<file path="src/rtl/bitstream_loader_pkg.sv">
// Shared definitions for the bitstream configuration loader.
//   - state_t        : loader FSM states
//   - ENTRY_*        : bit slices of a 64-bit bitstream entry ({addr, data})
//   - DEF_*          : default parameter values
//   - clamp_size()   : limit a requested load size to the memory depth
package bitstream_loader_pkg;

  localparam int DEF_BITSTREAM_MAX_SIZE = 4096;
  localparam int DEF_NUM_CYCLES         = 20000;
  localparam int DEF_FLUSH_STALL_CYCLES = 16;
  localparam int DEF_FLUSH_RUN_CYCLES   = 2;

  localparam int ENTRY_W       = 64;
  localparam int CFG_W         = 32;
  localparam int SIZE_W        = 13;
  localparam int RD_ADDR_W     = 12;

  localparam int ENTRY_ADDR_HI = 63;
  localparam int ENTRY_ADDR_LO = 32;
  localparam int ENTRY_DATA_HI = 31;
  localparam int ENTRY_DATA_LO = 0;

  typedef enum logic [2:0] {
    IDLE,
    CONFIG,
    FLUSH_STALL,
    FLUSH_RUN,
    RUN,
    DONE,
    TIMEOUT
  } state_t;

  function automatic logic [SIZE_W-1:0] clamp_size(input logic [SIZE_W-1:0] sz,
                                                   input int max_size);
    return (int'(sz) > max_size) ? SIZE_W'(max_size) : sz;
  endfunction

endpackage

</file>
<file path="src/rtl/config_word_pipe.sv">
// Read-to-write pipeline for bitstream entries.
// A read issued in cycle t returns data in t+1; that entry is split into
// address/data and presented on the config bus with cfg_write in t+2.
// Ports:
//   clk, reset   : clock, synchronous active-high reset (drops in-flight reads)
//   rd_en        : read enable as issued to the bitstream memory
//   rd_data      : entry returned by the memory (valid the cycle after rd_en)
//   pending      : a read is in flight whose write has not been issued yet
//   cfg_write    : config write strobe
//   cfg_addr/data: config bus address/data, held when cfg_write is low
module config_word_pipe
  import bitstream_loader_pkg::*;
(
  input  logic               clk,
  input  logic               reset,
  input  logic               rd_en,
  input  logic [ENTRY_W-1:0] rd_data,
  output logic               pending,
  output logic               cfg_write,
  output logic [CFG_W-1:0]   cfg_addr,
  output logic [CFG_W-1:0]   cfg_data
);

  logic             vld_q, vld_d;
  logic             wr_q, wr_d;
  logic [CFG_W-1:0] addr_q, addr_d;
  logic [CFG_W-1:0] data_q, data_d;

  always_comb begin
    vld_d  = rd_en;
    wr_d   = vld_q;
    addr_d = addr_q;
    data_d = data_q;
    if (vld_q) begin
      addr_d = rd_data[ENTRY_ADDR_HI:ENTRY_ADDR_LO];
      data_d = rd_data[ENTRY_DATA_HI:ENTRY_DATA_LO];
    end
  end

  always_ff @(posedge clk) begin
    if (reset) begin
      vld_q  <= 1'b0;
      wr_q   <= 1'b0;
      addr_q <= '0;
      data_q <= '0;
    end else begin
      vld_q  <= vld_d;
      wr_q   <= wr_d;
      addr_q <= addr_d;
      data_q <= data_d;
    end
  end

  assign pending   = vld_q;
  assign cfg_write = wr_q;
  assign cfg_addr  = addr_q;
  assign cfg_data  = data_q;

endmodule

</file>
<file path="src/rtl/bitstream_config_loader.sv">
// Loads a bitstream of {addr, data} entries onto the array config bus,
// flushes the array, then runs it until done or a cycle-count timeout.
// Ports:
//   clk, reset          : clock, synchronous active-high reset
//   start               : pulse; honoured only in IDLE/DONE/TIMEOUT
//   bitstream_size      : entries to load (clamped to BITSTREAM_MAX_SIZE)
//   bs_rd_en/addr/data  : bitstream memory read port (1-cycle latency)
//   config_*            : config bus (config_read is always 0)
//   stall, flush        : array control
//   done                : array completion, observed only in RUN
//   busy/finished/timed_out : status
//   cycle_count         : RUN cycles counted for the current sequence
module bitstream_config_loader
  import bitstream_loader_pkg::*;
#(
  parameter int BITSTREAM_MAX_SIZE = DEF_BITSTREAM_MAX_SIZE,
  parameter int NUM_CYCLES         = DEF_NUM_CYCLES,
  parameter int FLUSH_STALL_CYCLES = DEF_FLUSH_STALL_CYCLES,
  parameter int FLUSH_RUN_CYCLES   = DEF_FLUSH_RUN_CYCLES
) (
  input  logic                 clk,
  input  logic                 reset,
  input  logic                 start,
  input  logic [SIZE_W-1:0]    bitstream_size,
  output logic                 bs_rd_en,
  output logic [RD_ADDR_W-1:0] bs_rd_addr,
  input  logic [ENTRY_W-1:0]   bs_rd_data,
  output logic [CFG_W-1:0]     config_config_addr,
  output logic [CFG_W-1:0]     config_config_data,
  output logic                 config_write,
  output logic                 config_read,
  output logic                 stall,
  output logic                 flush,
  input  logic                 done,
  output logic                 busy,
  output logic                 finished,
  output logic                 timed_out,
  output logic [63:0]          cycle_count
);

  state_t               state_q, state_d;
  logic [SIZE_W-1:0]    eff_q, eff_d;
  logic [SIZE_W-1:0]    req_size;
  logic                 rd_en_q, rd_en_d;
  logic [RD_ADDR_W-1:0] rd_addr_q, rd_addr_d;
  logic [31:0]          fcnt_q, fcnt_d;
  logic [63:0]          cnt_q, cnt_d;
  logic                 stall_q, stall_d;
  logic                 flush_q, flush_d;
  logic                 busy_q, busy_d;
  logic                 fin_q, fin_d;
  logic                 to_q, to_d;
  logic                 pipe_pending;

  config_word_pipe u_pipe (
    .clk       (clk),
    .reset     (reset),
    .rd_en     (rd_en_q),
    .rd_data   (bs_rd_data),
    .pending   (pipe_pending),
    .cfg_write (config_write),
    .cfg_addr  (config_config_addr),
    .cfg_data  (config_config_data)
  );

  assign req_size = clamp_size(bitstream_size, BITSTREAM_MAX_SIZE);

  always_comb begin
    state_d   = state_q;
    eff_d     = eff_q;
    rd_en_d   = rd_en_q;
    rd_addr_d = rd_addr_q;
    fcnt_d    = fcnt_q;
    cnt_d     = cnt_q;
    case (state_q)
      IDLE, DONE, TIMEOUT: begin
        if (start) begin
          eff_d     = req_size;
          cnt_d     = '0;
          fcnt_d    = '0;
          rd_addr_d = '0;
          if (req_size != '0) begin
            state_d = CONFIG;
            rd_en_d = 1'b1;
          end else begin
            state_d = FLUSH_STALL;
          end
        end
      end
      CONFIG: begin
        if (rd_en_q) begin
          if ({1'b0, rd_addr_q} == eff_q - SIZE_W'(1)) rd_en_d = 1'b0;
          else rd_addr_d = rd_addr_q + RD_ADDR_W'(1);
        end
        // Reads finished and nothing in flight: this write is the last one.
        if (!rd_en_q && !pipe_pending && config_write) state_d = FLUSH_STALL;
      end
      FLUSH_STALL: begin
        if (fcnt_q == 32'(FLUSH_STALL_CYCLES - 1)) begin
          fcnt_d  = '0;
          state_d = FLUSH_RUN;
        end else begin
          fcnt_d = fcnt_q + 32'd1;
        end
      end
      FLUSH_RUN: begin
        if (fcnt_q == 32'(FLUSH_RUN_CYCLES - 1)) begin
          fcnt_d  = '0;
          state_d = RUN;
        end else begin
          fcnt_d = fcnt_q + 32'd1;
        end
      end
      RUN: begin
        // done takes priority over reaching the limit in the same cycle.
        if (done) begin
          state_d = DONE;
        end else begin
          cnt_d = cnt_q + 64'd1;
          if (cnt_d == 64'(NUM_CYCLES)) state_d = TIMEOUT;
        end
      end
      default: state_d = IDLE;
    endcase

    // Status/control outputs are decoded from the next state so the
    // registered copies line up with the state they describe.
    stall_d = !(state_d inside {FLUSH_RUN, RUN});
    flush_d = state_d inside {FLUSH_STALL, FLUSH_RUN};
    busy_d  = !(state_d inside {IDLE, DONE, TIMEOUT});
    fin_d   = (state_d == DONE);
    to_d    = (state_d == TIMEOUT);
  end

  always_ff @(posedge clk) begin
    if (reset) begin
      state_q   <= IDLE;
      eff_q     <= '0;
      rd_en_q   <= 1'b0;
      rd_addr_q <= '0;
      fcnt_q    <= '0;
      cnt_q     <= '0;
      stall_q   <= 1'b1;
      flush_q   <= 1'b0;
      busy_q    <= 1'b0;
      fin_q     <= 1'b0;
      to_q      <= 1'b0;
    end else begin
      state_q   <= state_d;
      eff_q     <= eff_d;
      rd_en_q   <= rd_en_d;
      rd_addr_q <= rd_addr_d;
      fcnt_q    <= fcnt_d;
      cnt_q     <= cnt_d;
      stall_q   <= stall_d;
      flush_q   <= flush_d;
      busy_q    <= busy_d;
      fin_q     <= fin_d;
      to_q      <= to_d;
    end
  end

  assign bs_rd_en    = rd_en_q;
  assign bs_rd_addr  = rd_addr_q;
  assign config_read = 1'b0;
  assign stall       = stall_q;
  assign flush       = flush_q;
  assign busy        = busy_q;
  assign finished    = fin_q;
  assign timed_out   = to_q;
  assign cycle_count = cnt_q;

endmodule

</file>
<file path="config.mk">
export PLATFORM = sky130hd
export DESIGN_NAME = bitstream_config_loader
export DESIGN_NICKNAME = d
export VERILOG_FILES = /design/src/rtl/bitstream_loader_pkg.sv /design/src/rtl/config_word_pipe.sv /design/src/rtl/bitstream_config_loader.sv
export SDC_FILE = /design/constraint.sdc
export NUM_CORES = 1
export LEC_CHECK = 0
export CORE_MARGIN = 8
export CORE_UTILIZATION = 45
export CTS_CLUSTER_DIAMETER = 150
export DETAILED_ROUTE_END_ITERATION = 16
export PLACE_DENSITY = 0.8
export SETUP_SLACK_MARGIN = 0.15
export SYNTH_ARGS = -nofsm -noshare
export SYNTH_HDL_FRONTEND = slang
export SYNTH_SLANG_ARGS = --single-unit
</file>
<file path="constraint.sdc">
create_clock -name clk -period 7.75 [get_ports clk]
set_clock_uncertainty 0.2 [all_clocks]
set_input_delay 1.9375 -clock clk [delete_from_list [all_inputs] [get_ports clk]]
set_output_delay 1.9375 -clock clk [all_outputs]
set_load 0.01 [all_outputs]
</file>
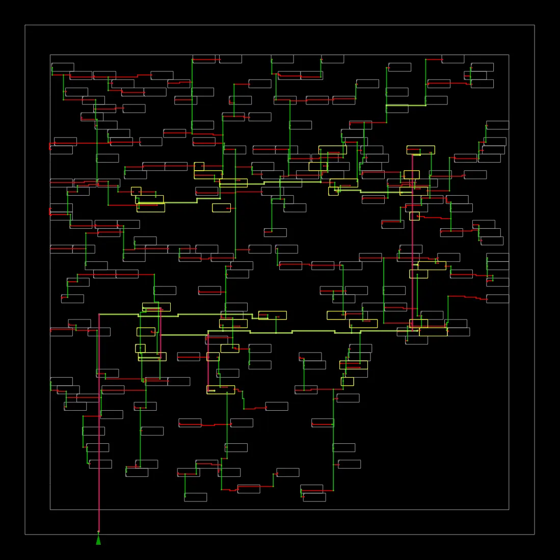
(images/clocks.png)
# clock sinks: 196
Num CTS Buffers: 17

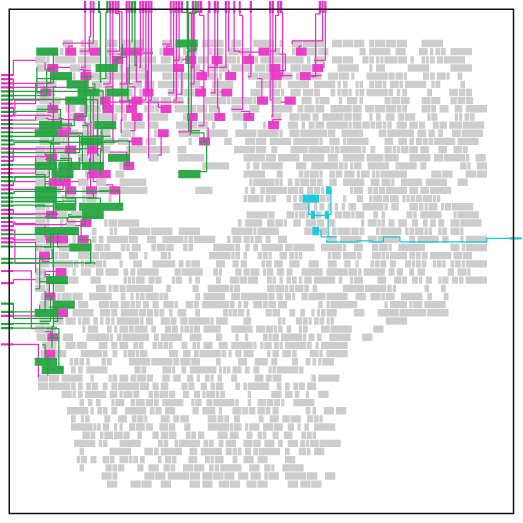
(images/io_fan.png)
(3 px per micron)
port	color	direction	edge	end cells	buffers	wire
`config_config_data`	green	output	26 left, 6 top	32	32	1,230 microns
`bs_rd_data`	magenta	input	37 top, 27 left	64	64	1,930 microns
`start`	cyan	input	right	6	1	108 microns
IO Port Bufs: 227
I/O Pins: 229

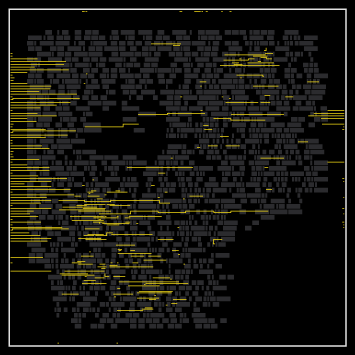
(images/layer_met3.png)
(2 px per micron)
share of all routed wire	7.4%
nets with wire on the layer	189
main direction	horizontal
wire length on this layer	2,300 microns
met3 global-route usage: 5.69%
final wirelength: 31,300 microns

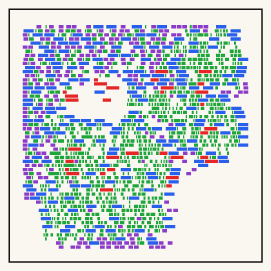
(images/placement_by_type.png)
(1.5 px per micron)
class	color	cells
clock drivers and dummy loads	red	32
combinational and other logic	green	994
other buffers and delay cells	purple	236
flops	blue	196
floorplan row count: 55
post-layout instance area: 13,300 sq um

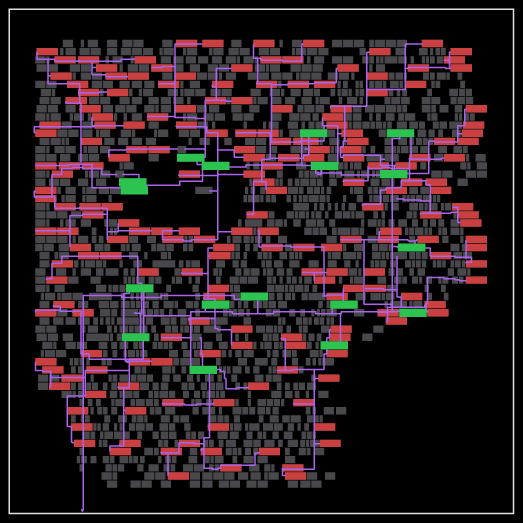
(images/clk_routes.png)
(3 px per micron)
[flip-flops] red | count: 196
[clock wires] purple | length: 2,480 microns
[clock drivers] green | count: 17
flops lie	spread over the die
Clock group: 915 uW
Insertion Delay late pin: 0.44 ns
Clk pwr share: 42.0%

==> impl_metrics.json <==
{
  "outcome": "finished, final reports clean",
  "finalHoldViolations": 0,
  "grt_pass1_wl_microns": 51300,
  "path_clk_slew_ns": 0.09,
  "synthCells": 1289,
  "cp-startpoint": "done",
  "antenna_left": 0,
  "power_density_nw_per_um2": 164,
  "postCtsResizedCells": 0,
  "async_reset_ff_share_pct": 0,
  "rr_endpoint": "busy",
  "worstPathArrival_ns": 4.74,
  "syn_area_sq_um": 10300,
  "comb_share_pct": 45.1,
  "period_used_pct": 59.5,
  "cts_hold_buf": 0,
  "die_h_microns": 168,
  "drc": 0,
  "mux_area_share_pct": 7.27,
  "yosys.area_share.adder_pct": 0.702,
  "edf_count": 0,
  "ys_cells": 1289,
  "max-slew-margin-rel_pct": 25.5,
  "use_met2_pct": 35.5,
  "vdd_drop_max_v": 0.000183,
  "synthFlopType": "dfxtp_1",
  "clock_area_share_pct": 4.66,
  "hp-class": "register to register",
  "vias": 10300,
  "drv_cap": 0,
  "cts-htree-levels": 4,
  "fmax_mhz": 217,
  "pre_cts_ws_ns": 2.70,
  "min_to": "u_pipe.cfg_data[0]",
  "r2r-start": "cycle_count[0]",
  "fin_setup_tns_ns": 0,
  "cts_tree": "done",
  "r2r_slack_ns": 3.41,
  "cp_num_buf_inv": 2,
  "seq_cell_power_mw": 1.05,
  "critPathLaunchType": "primary input",
  "use_met1_pct": 27.0,
  "fin_cells": 1743,
  "drt_iter0_drc": 1066,
  "buf_share_pct": 17.6,
  "gp_congestion": 0.921,
  "crit_path_cell_trace": "clkdlybuf4s50_1, nor4b_2, buf_4, nand3_1, a21oi_1, o221ai_1, nor4_1, nand4_1, o41ai_2, nor2_1, o41a_1",
  "comb_power_uw": 211,
  "synth.largest_area_cell": "dfxtp_1",
  "nClkBuffers": 18,
  "fp_util_pct": 45.8,
  "postCtsSetupBuffers": 0,
  "crit_end": "busy",
  "diodes": 0,
  "path_max_fanout": 44,
  "clockRootBuffer": "clkbuf_16",
  "worstRegToRegCells": 10,
  "critical-path-top-delay-family": "AND-OR/OR-AND gates",
  "chipArea_sq_um": 28100,
  "ys.flops": 196,
  "path_class": "primary input to register",
  "fp.dieW_microns": 168,
  "combPwrFrac_pct": 9.7,
  "cp.depth": 11,
  "synth.net_count": 1375,
  "maxPowerGroup": "registers",
  "grt_util_all_layers_pct": 21.8,
  "internal-power_mw": 1.59,
  "dp.cells": 1711,
  "grt_antenna_before_repair": 0,
  "synthSimpleGateAreaFrac_pct": 28.0,
  "wire_per_inst_microns": 18.0,
  "inverters_excl_clock": 15,
  "synth.avg_cell_area_sq_um": 8.02,
  "synthTopCellsByCount": "nor2_1 (212), dfxtp_1 (196), nand2_1 (83)",
  "most_common_cell": "nor2_1",
  "regArea_sq_um": 3930,
  "tap-cell-count": 285,
  "hold_path_depth": 2,
  "ys_chip_area_sq_um": 10300,
  "hp-start": "u_pipe.cfg_data[0]",
  "syn_to_final_growth_pct": 28.5,
  "synth.distinct_cells": 73,
  "crit_path_max_incr_delay_ns": 0.47,
  "seqPwrFrac_pct": 48.3,
  "combGateArea_sq_um": 5990,
  "clk_path_buf_depth": 2,
  "drive_gt1_share_pct": 4.73,
  "switching_power_uw": 592,
  "crit_required_ns": 7.87,
  "synth_top_area_share_pct": 38.0,
  "layout_top_cells": "clkdlybuf4s50_1 (226), nor2_1 (212), dfxtp_1 (195)",
  "grt_overflow": 0,
  "n_all_buffers": 236,
  "end_kind": "register",
  "leakage_nw": 4.50,
  "synthTopLogicFamily": "simple AND/OR/NAND/NOR gates",
  "dr.pass1.iters": 8,
  "core_sq_um": 22600,
  "worst_slack_ns": 3.14,
  "sh_seq_area_pct": 29.6,
  "tightest_slew_ns": 1.12,
  "seq_cells": 196,
  "layout.nets": 1531,
  "rsz0062_at_grt": "false",
  "biggestCellCategory": "logic gates",
  "grt_pass1_vias": 9743,
  "lay_top_count": "clkdlybuf4s50_1",
  "via_per_inst": 5.91,
  "finalCriticalPeriod_ns": 4.61
}
registers in the layout, indices dropped and copies added, names as in the netlist, 3 cells and up:
register and count:
eff_q 13, state_q 3, bs_rd_addr 12, u_pipe.cfg_data 32, fcnt_q 32, u_pipe.cfg_addr 32
cycle_count 64
per-stage QoR:
step / hold WS (ns) / utilization [%] / power [mW] / area, sq um
global placement: 0.271 / 56.1 / 1.28 / 12700
detailed placement: 0.282 / 56.1 / 1.28 / 12700
finish: 0.299 / 58.8 / 2.18 / 13300
global route: 0.329 / 58.8 / 2.26 / 13300
CTS: 0.304 / 58.8 / 2.20 / 13300
floorplan: 0.266 / - / 1.18 / 10300
routing by layer:
metal	wire length, microns	part of all wire (%)
met1	13300	42
met2	14700	47
met3	2300	7.3
met4	1050	3.4
met5	0	0
No activity file was given, so power comes from the tool's default toggle rates.
